[src/rtl/pattern_merge_pkg.sv]
// pattern_merge_pkg: shared mode encoding and gate-pattern transform helpers
package pattern_merge_pkg;
  localparam int PM_W = 64;
  typedef enum logic [1:0] {MODE_AND, MODE_NOR, MODE_NAND, MODE_XOR} mode_t;
  function automatic logic [PM_W-1:0] rotl1(input logic [PM_W-1:0] x, input int w);
    logic [PM_W-1:0] m;
    m = {PM_W{1'b1}} >> (PM_W - w);
    return ((x << 1) | (x >> (w - 1))) & m;
  endfunction
  function automatic logic [PM_W-1:0] pattern_op(input mode_t mode, input logic [PM_W-1:0] x, input int w);
    logic [PM_W-1:0] r, m;
    r = rotl1(x, w);
    m = {PM_W{1'b1}} >> (PM_W - w);
    return (mode == MODE_AND ? x & r : mode == MODE_NOR ? ~(x | r) : mode == MODE_NAND ? ~(x & r) : x ^ r) & m;
  endfunction
endpackage

[src/rtl/pattern_merge_stage.sv]
// pattern_merge_stage: one registered transform stage carrying {valid, mode, data}
module pattern_merge_stage
  import pattern_merge_pkg::*;
#(
  parameter int WIDTH = 8
) (
  input  logic             clk,
  input  logic             rst,
  input  logic             load,
  input  logic [WIDTH+2:0] d,
  output logic [WIDTH+2:0] q
);
  logic             v;
  logic [1:0]       m;
  logic [WIDTH-1:0] dt;
  assign q = {v, m, dt};
  // load the transformed upstream beat; bubbles clear valid but keep the last word
  always_ff @(posedge clk) begin
    if (rst) begin
      v  <= 1'b0;
      m  <= 2'b00;
      dt <= '0;
    end else if (load) begin
      v <= d[WIDTH+2];
      if (d[WIDTH+2]) begin
        m  <= d[WIDTH+1:WIDTH];
        dt <= WIDTH'(pattern_op(mode_t'(d[WIDTH+1:WIDTH]), PM_W'(d[WIDTH-1:0]), WIDTH));
      end
    end
  end
endmodule

[src/rtl/pattern_merge_pipe.sv]
// pattern_merge_pipe: DEPTH-stage gate-pattern transform pipe with beat counter and signature
module pattern_merge_pipe
  import pattern_merge_pkg::*;
#(
  parameter int WIDTH = 8,
  parameter int DEPTH = 2,
  parameter int CNT_W = 16
) (
  input  logic             blif_clk_net,
  input  logic             blif_reset_net,
  input  logic             in_valid,
  output logic             in_ready,
  input  logic [WIDTH-1:0] in_data,
  input  logic [1:0]       in_mode,
  output logic             out_valid,
  input  logic             out_ready,
  output logic [WIDTH-1:0] out_data,
  input  logic             sig_clear,
  output logic [WIDTH-1:0] signature,
  output logic [CNT_W-1:0] beat_count,
  output logic             cnt_wrap
);
  typedef struct packed {
    logic             valid;
    mode_t            mode;
    logic [WIDTH-1:0] data;
  } stage_t;
  stage_t           st [DEPTH];
  logic [DEPTH-1:0] adv;
  logic             hs;
  assign out_valid = st[DEPTH-1].valid;
  assign out_data  = st[DEPTH-1].data;
  assign hs        = out_valid && out_ready;
  assign adv[DEPTH-1] = hs;
  assign in_ready  = !blif_reset_net && (!st[0].valid || adv[0]);
  for (genvar k = 0; k < DEPTH; k++) begin : g_stage
    if (k < DEPTH - 1) begin : g_adv
      assign adv[k] = !st[k+1].valid || adv[k+1];
    end
    pattern_merge_stage #(.WIDTH(WIDTH)) u_stage (
      .clk  (blif_clk_net),
      .rst  (blif_reset_net),
      .load (!st[k].valid || adv[k]),
      .d    (k == 0 ? {in_valid, in_mode, in_data} : st[(k == 0) ? 0 : k-1]),
      .q    (st[k])
    );
  end
  // count and fold each accepted output word; clear takes effect before the fold
  always_ff @(posedge blif_clk_net) begin
    if (blif_reset_net) begin
      signature  <= '0;
      beat_count <= '0;
      cnt_wrap   <= 1'b0;
    end else begin
      signature <= sig_clear ? (hs ? out_data : '0) : (hs ? {signature[WIDTH-2:0], signature[WIDTH-1]} ^ out_data : signature);
      if (hs) beat_count <= beat_count + 1'b1;
      if (hs && &beat_count) cnt_wrap <= 1'b1;
    end
  end
endmodule

[config.mk]
export PLATFORM = sky130hd
export DESIGN_NAME = pattern_merge_pipe
export DESIGN_NICKNAME = d
export VERILOG_FILES = /design/src/rtl/pattern_merge_pkg.sv /design/src/rtl/pattern_merge_stage.sv /design/src/rtl/pattern_merge_pipe.sv
export SDC_FILE = /design/constraint.sdc
export NUM_CORES = 1
export LEC_CHECK = 0
export ABC_AREA = 1
export CAP_MARGIN = 20
export CORE_MARGIN = 3
export CORE_UTILIZATION = 35
export CTS_CLUSTER_DIAMETER = 40
export DETAILED_ROUTE_END_ITERATION = 7
export PLACE_DENSITY = 0.66
export SETUP_SLACK_MARGIN = 0.15
export SLEW_MARGIN = 15
export SYNTH_ARGS = -nofsm -noshare
export SYNTH_HDL_FRONTEND = slang
export SYNTH_SLANG_ARGS = --single-unit
[constraint.sdc]
create_clock -name blif_clk_net -period 2.95 [get_ports blif_clk_net]
set_input_delay 0.4425 -clock blif_clk_net [delete_from_list [all_inputs] [get_ports blif_clk_net]]
set_output_delay 0.4425 -clock blif_clk_net [all_outputs]
set_load 0.02 [all_outputs]
run_1/pins.png
Scale: 4 px per micron. Pins as bars across the die edge, other pins in grey.
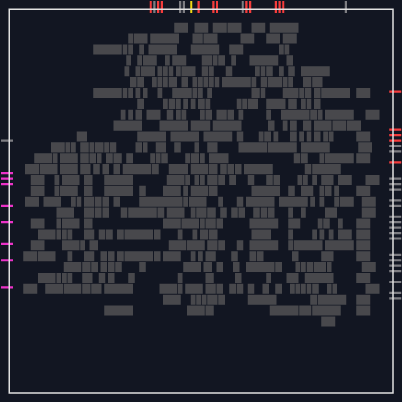
red -> beat_count  # pins 16, direction output, edge 11 top, 5 right
magenta -> in_data  # pins 8, direction input, edge left
yellow -> cnt_wrap  # pins 1, direction output, edge top
all pins by edge = 24 right, 17 top, 9 left

run_1/metal_stack.png
Scale: 3 px per micron. Two of the layers only.
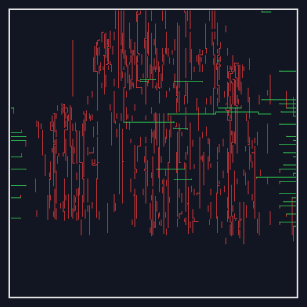
red -> met2  # wire length 2490 microns
green -> met3  # wire length 235 microns

==> flow_summary.rst, run 1 <==
Run summary
-----------

.. list-table::
   :header-rows: 1

   * - Metric
     - Value
   * - Status
     - finished clean
   * - Routed vias/inst
     - 4.675
   * - Largest Pwr Group
     - sequential cells
   * - Power after layout
     - 1.403 mW
   * - Final non-filler cell area
     - 0.003482 sq mm
   * - Worst setup startpoint
     - out_ready
   * - Register area share after synthesis
     - 32.10%
   * - Element type at the critical path end
     - output port
   * - Die boundary width
     - 95.55 microns
   * - Warnings, synthesis
     - 0
   * - Flip-flop and latch power
     - 0.655 mW
   * - CP Class
     - primary input to output port
   * - Cell depth of the worst hold path
     - 2
   * - Number of placement rows
     - 32
   * - Top Family by Delay on Critical Path
     - buffers and inverters
   * - DRT antenna net count
     - 0
   * - Cell Area, Synth
     - 0.002806 sq mm
   * - Yosys Instances
     - 383
   * - Part of the total power dissipated in the clock network
     - 34.3%
   * - Count of library flops with an enable pin
     - 0
   * - Post-Place Cell Area
     - 0.003366 sq mm
   * - Share of the clock period used by the worst path
     - 77.45%
   * - Synth Area in Simple Gates
     - 23.90%
   * - Worst R2R End
     - beat_count[13]
   * - Data required time at the worst endpoint
     - 2.51 ns
   * - Headroom to the max-slew limit
     - 64.20%
   * - Detailed-placement wirelength estimate
     - 4487 microns
   * - Dominant kind of combinational cell
     - simple AND/OR/NAND/NOR gates
   * - Final routed DRC violation total
     - 0
   * - Core Area
     - 0.007767 sq mm
   * - Worst Tran Pin Value
     - 0.5350 ns
   * - Final critical-path required period
     - 2.285 ns
   * - Clock skew after layout
     - 0.002505 ns
   * - Pin count of the biggest net entering global routing
     - 36
   * - Fraction of power consumed by sequential logic
     - 46.7%
   * - Startpoint of the tightest hold check path
     - g_stage[0].u_stage.m[0]
run_1/met2.png
Scale: 4 px per micron.
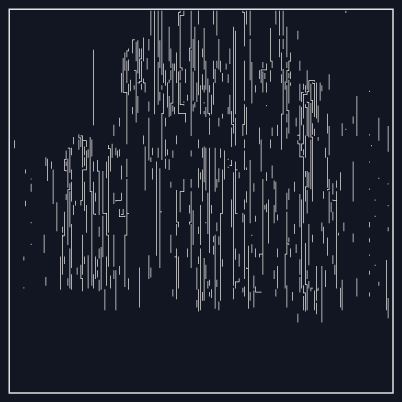
longest straight run = 28.2 microns
nets with wire on the layer = 343
total number of vias: 2487
Total Routed Length: 5687 microns
GR met2 Demand/Resource: 21.54%

## run 1: synth_stat cells (4+ instances only)
library cell | instances | share of area (%)
ha_1 | 33 | 15
or2_0 | 4 | 0.89
dfxtp_1 | 45 | 32
inv_1 | 40 | 5.3
o21ai_0 | 23 | 4.1
nor2_1 | 26 | 3.5
a21oi_1 | 52 | 9.3
xor2_1 | 8 | 2.5
nand3_1 | 23 | 4.1
o211ai_1 | 16 | 4.3
buf_2 | 5 | 0.89
clkbuf_1 | 5 | 0.67
nand2_1 | 68 | 9.1
or2_2 | 12 | 2.7
nor3_1 | 6 | 1.1
## run 1: cell type report
| cell class | count | area (sq um) | area share, % |
|---|---|---|---|
| tap | 102 | 127.6 | 3.665 |
| inverter | 41 | 153.9 | 4.420 |
| timing repair buffer | 52 | 513.0 | 14.73 |
| clock buffer | 7 | 86.33 | 2.479 |
| multi-input combinational | 284 | 1670 | 47.97 |
| clock inverter | 1 | 30.03 | 0.8624 |
| sequential | 45 | 900.9 | 25.87 |
## run 1: routing by layer
layer	routed length [microns]	up-vias	part of all wire, %	global-route usage, %
met1	2877	1068	51	16.68
li1	-	1360	-	-
met2	2493	52	44	21.54
met5	0	-	0	0
met4	82	0	1.4	3.673
met3	234	7	4.1	2.920
## run 1: layout by cell type (no fill, tap or decap), types with 8 or more instances in the layout
| cell type | instances |
|---|---|
| dfxtp_1 | 45 |
| o21ai_0 | 23 |
| nand3_1 | 23 |
| inv_1 | 40 |
| or2_2 | 12 |
| o211ai_1 | 16 |
| clkdlybuf4s50_1 | 49 |
| ha_1 | 33 |
| a21oi_1 | 52 |
| nand2_1 | 68 |
| nor2_1 | 26 |
| xor2_1 | 8 |
run_1/hierarchy.png
Scale: 3 px per micron. Other sequential cells in the stronger grey, the rest of the logic in the fainter grey.
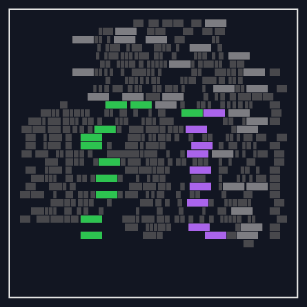

==> run 2, diff against run 1 <==
PLACE_DENSITY = 0.68   (was 0.66)
clock period = 2 ns   (was 2.95 ns; I/O delays follow)
run_2/hierarchy.png
Scale: 3 px per micron. Other sequential cells in the stronger grey, the rest of the logic in the fainter grey.
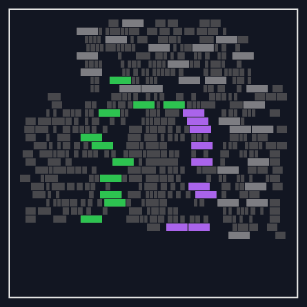
purple -> g_stage[1]  # flops 9
green -> g_stage[0]  # flops 11
not coloured = 25
tally of non-filler cells in the final layout: 536
overall chip area: 0.009129 sq mm
final core utilization: 45.20%

run_2/pins.png
Scale: 4 px per micron. Pins as bars across the die edge, other pins in grey.
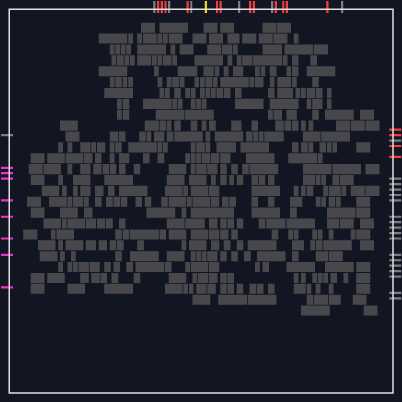
die boundary width: 95.55 microns
floorplan die height: 95.55 microns

run_2/metal_stack.png
Scale: 3 px per micron. Two of the layers only.
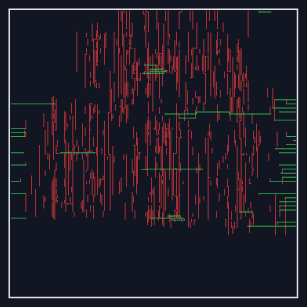
red -> met2  # wire length 2620 microns
green -> met3  # wire length 301 microns

==> flow_summary.rst, run 2 <==
Run summary
-----------

.. list-table::
   :header-rows: 1

   * - Metric
     - Value
   * - Status
     - finished clean
   * - Largest area contributor in the netlist
     - dfxtp_1
   * - Highest-count logic cell in the final layout
     - nand2_1
   * - Pin count of the biggest net entering global routing
     - 36
   * - GR met2 Demand/Resource
     - 22.87%
   * - Most numerous logic cells after layout
     - nand2_1 (68), a21oi_1 (52), clkdlybuf4s50_1 (48), dfxtp_1 (45), inv_1 (40)
   * - Number of placement rows
     - 32
   * - Final critical-path required period
     - 1.719 ns
   * - Cell depth of the worst hold path
     - 2
   * - Total Routed Length
     - 5876 microns
   * - Most repeated cell in the gate-level netlist after synthesis
     - nand2_1
   * - Final non-filler cell area
     - 0.003511 sq mm
   * - Headroom to the max-slew limit
     - 70.71%
   * - Yosys Instances
     - 383
   * - Met1 track utilization from global routing
     - 16.83%
   * - Met3 routing resource usage after global routing
     - 2.841%
   * - Detailed-placement wirelength estimate
     - 4508 microns
   * - Register area share after synthesis
     - 32.10%
   * - Startpoint of the tightest hold check path
     - cnt_wrap
   * - Total number of vias
     - 2506
   * - Layer with the highest usage
     - met2
   * - Warnings, synthesis
     - 0
   * - Combined area of the multi-input logic cells
     - 0.001670 sq mm
   * - Core Area
     - 0.007767 sq mm
   * - Power after layout
     - 2.087 mW
   * - Count of library flops with an enable pin
     - 0
   * - Share of the clock period used by the worst path
     - 85.95%
   * - Dominant cells by area after synthesis
     - dfxtp_1 (32%), ha_1 (15%), a21oi_1 (9.3%)
   * - Clock skew after layout
     - 0.006637 ns
   * - Cell Area, Synth
     - 0.002806 sq mm
   * - Worst Tran Pin Value
     - 0.4383 ns
   * - Data required time at the worst endpoint
     - 1.70 ns
   * - Routed vias/inst
     - 4.675
   * - Worst R2R End
     - beat_count[14]
## run 2: netlist changes by cell type in the layout (fill, tap and decap cells not counted), sizes merged
cell           previous run  this run
buf                       3         7
dlygate4sd2               0         1
clkdlybuf4s50            49        48
## run 2: final cells by class
cell class | instances | share of cell area [%]
timing repair buffer | 56 | 15.43
multi-input combinational | 284 | 47.58
inverter | 41 | 4.383
sequential | 45 | 25.66
clock inverter | 1 | 0.8553
clock buffer | 7 | 2.459
tap | 102 | 3.635
## run 2: power by group
group	switching, mW	internal (mW)
combinational	0.223	0.183
clock	0.305	0.408
sequential	0.0339	0.933
total	0.562	1.52
## run 2: logic make-up (layout without fill, tap and decap cells)
logic type,count (synthesis),count (layout),synth area share [%]
AND/OR/NAND/NOR,149,149,23.90
AND-OR/OR-AND,94,94,18.41
buffers and inverters,54,105,8.381
flip-flops,45,45,32.10
adder cells (fa/ha/maj),33,33,14.71
XOR/XNOR,8,8,2.497
## run 2: worst max-delay path by stage
stage                        from             end  slack [ns]  cells after the start
floorplan           beat_count[1]  beat_count[14]        0.58                      9
global placement        out_ready        in_ready        0.01                      6
detailed placement      out_ready        in_ready        0.02                      6
CTS                     out_ready        in_ready        0.28                      6
global route            out_ready        in_ready        0.18                      6
finish                  out_ready        in_ready        0.28                      6
## run 2: per-layer routing
layer  part of all wire (%)  vias to the layer above
met3                    5.1                        4
met2                     45                       57
met5                      0                        -
li1                       -                     1368
met4                   0.87                        0
met1                     49                     1077
## run 2: worst max-delay path, cell delays in order
cell             delay (ns)
clkdlybuf4s50_1        0.52
inv_1                  0.07
nand3_1                0.10
nand2_1                0.06
inv_1                  0.05
dlygate4sd2_1          0.32
run_2/met2.png
Scale: 4 px per micron.
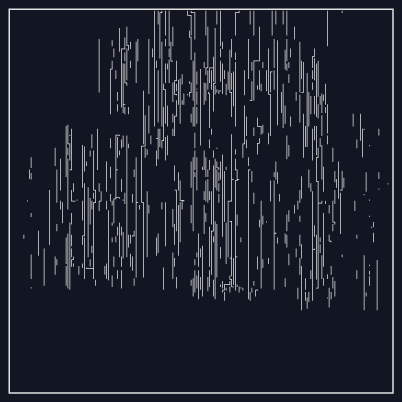

==> run 3, diff against run 2 <==
CORE_MARGIN = 10   (was 3)
MAX_ROUTING_LAYER = met4   (was unset)
run_3/met2.png
Scale: 4 px per micron.
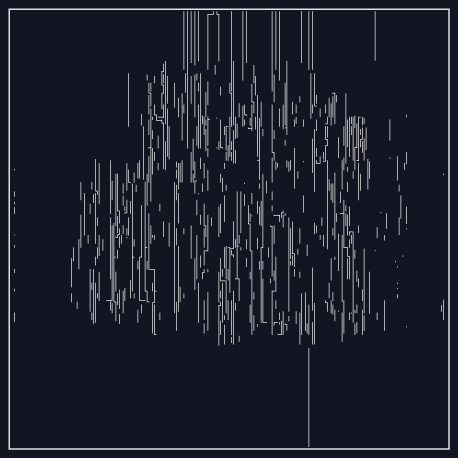
total number of vias: 2528
GR met2 Demand/Resource: 16.61%

run_3/pins.png
Scale: 4 px per micron. Pins as bars across the die edge, other pins in grey.
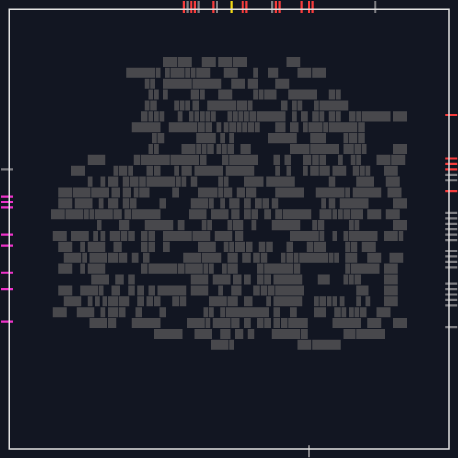
die boundary width: 109.5 microns
# port buffers: 49

run_3/final_placement.png
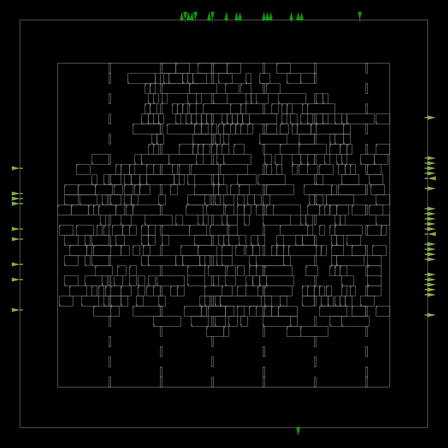
fraction of standard cell area that is sequential: 25.66%
Core Area: 0.007767 sq mm
Fill cells: 785
number of well taps: 102
flip-flops: 45

==> flow_summary.rst, run 3 <==
Run summary
-----------

.. list-table::
   :header-rows: 1

   * - Metric
     - Value
   * - Register area share after synthesis
     - 32.10%
   * - Cell mode on critical path
     - inv_1
   * - Number of placement rows
     - 32
   * - Detailed-placement wirelength estimate
     - 4955 microns
   * - Total Routed Length
     - 6203 microns
   * - Critical Path Sink
     - in_ready
   * - Top cells by instance count after synthesis
     - nand2_1 (68), a21oi_1 (52), dfxtp_1 (45), inv_1 (40), ha_1 (33)
   * - Final routed DRC violation total
     - 0
   * - Cell Area, Synth
     - 0.002806 sq mm
   * - Highest-count logic cell in the final layout
     - nand2_1
   * - Clock skew after layout
     - 0.003886 ns
   * - Largest area contributor in the netlist
     - dfxtp_1
   * - Routed vias/inst
     - 4.716
   * - Power after layout
     - 2.085 mW
   * - Count of library flops with an enable pin
     - 0
   * - Most repeated cell in the gate-level netlist after synthesis
     - nand2_1
   * - Cell depth of the worst hold path
     - 2
   * - Worst R2R End
     - beat_count[14]
   * - Data required time at the worst endpoint
     - 1.70 ns
   * - CP Class
     - primary input to output port
   * - Warnings, synthesis
     - 0
   * - Dominant cells by area after synthesis
     - dfxtp_1 (32%), ha_1 (15%), a21oi_1 (9.3%)
   * - Status
     - finished clean
   * - CP max-delay cell
     - clkdlybuf4s50_1
   * - Post-Place Cell Area
     - 0.003396 sq mm
   * - Max-area cell share
     - 32.10%
   * - Cells along the critical path
     - clkdlybuf4s50_1 -> inv_1 -> nand3_1 -> nand2_1 -> inv_1 -> dlygate4sd2_1
   * - Startpoint of the tightest hold check path
     - cnt_wrap
   * - Yosys Instances
     - 383
   * - Overall chip area
     - 0.01200 sq mm
   * - Final critical-path required period
     - 1.700 ns
   * - Pin count of the biggest net entering global routing
     - 36
   * - Headroom to the max-slew limit
     - 70.12%
   * - Number of buffers and inverters on the critical path
     - 4
   * - DRT antenna net count
     - 0
   * - Worst Tran Pin Value
     - 0.4472 ns
run 3: cell counts in the layout (fill, tap and decap cells not counted):
No cell type changed its count.
run 3: per-stage QoR:
step	hold slack, ns	setup slack [ns]	instances
floorplan	0.4571	0.5838	383
global placement	0.4640	0.03904	528
detailed placement	0.4596	0.03051	528
CTS	0.4793	0.2937	536
global route	0.5194	0.1918	536
finish	0.4765	0.3005	536
run 3: cell families (layout without fill, tap and decap cells):
kind of cell,Yosys count,in the layout,share of synthesized area (%)
simple gates,149,149,23.90
xor+xnor,8,8,2.497
compound gates,94,94,18.41
buf+inv,54,105,8.381
fa+ha+maj,33,33,14.71
flops,45,45,32.10
run 3: what timing repair did:
| item | 4_1_cts | 5_1_grt |
|---|---|---|
| endpoints found under the setup margin | 1 | 0 |
| hold buffers | 0 | 0 |
| endpoints found under the hold margin | 0 | 0 |
| gates resized | 1 | 0 |
| buffers inserted | 0 | 0 |
run 3: routing by layer:
metal	global-route usage, %	vias to the layer above	part of all wire, %
li1	-	1372	-
met5	-	-	0
met2	16.61	58	44
met3	1.872	8	6.4
met4	4.182	0	1.2
met1	12.77	1090	49
run 3: area by class of cell:
type | count | area [sq um] | share of cell area (%)
tap | 102 | 127.6 | 3.635
timing repair buffer | 56 | 541.8 | 15.43
sequential | 45 | 900.9 | 25.66
inverter | 41 | 153.9 | 4.383
clock inverter | 1 | 30.03 | 0.8553
multi-input combinational | 284 | 1670 | 47.58
clock buffer | 7 | 86.33 | 2.459
run 3: report_power, final:
group / total (mW) / switching, mW / internal [mW]
registers: 0.968 / 0.0342 / 0.933
clock network: 0.712 / 0.305 / 0.407
logic: 0.405 / 0.223 / 0.182
Power is estimated from default activity; no workload was simulated.
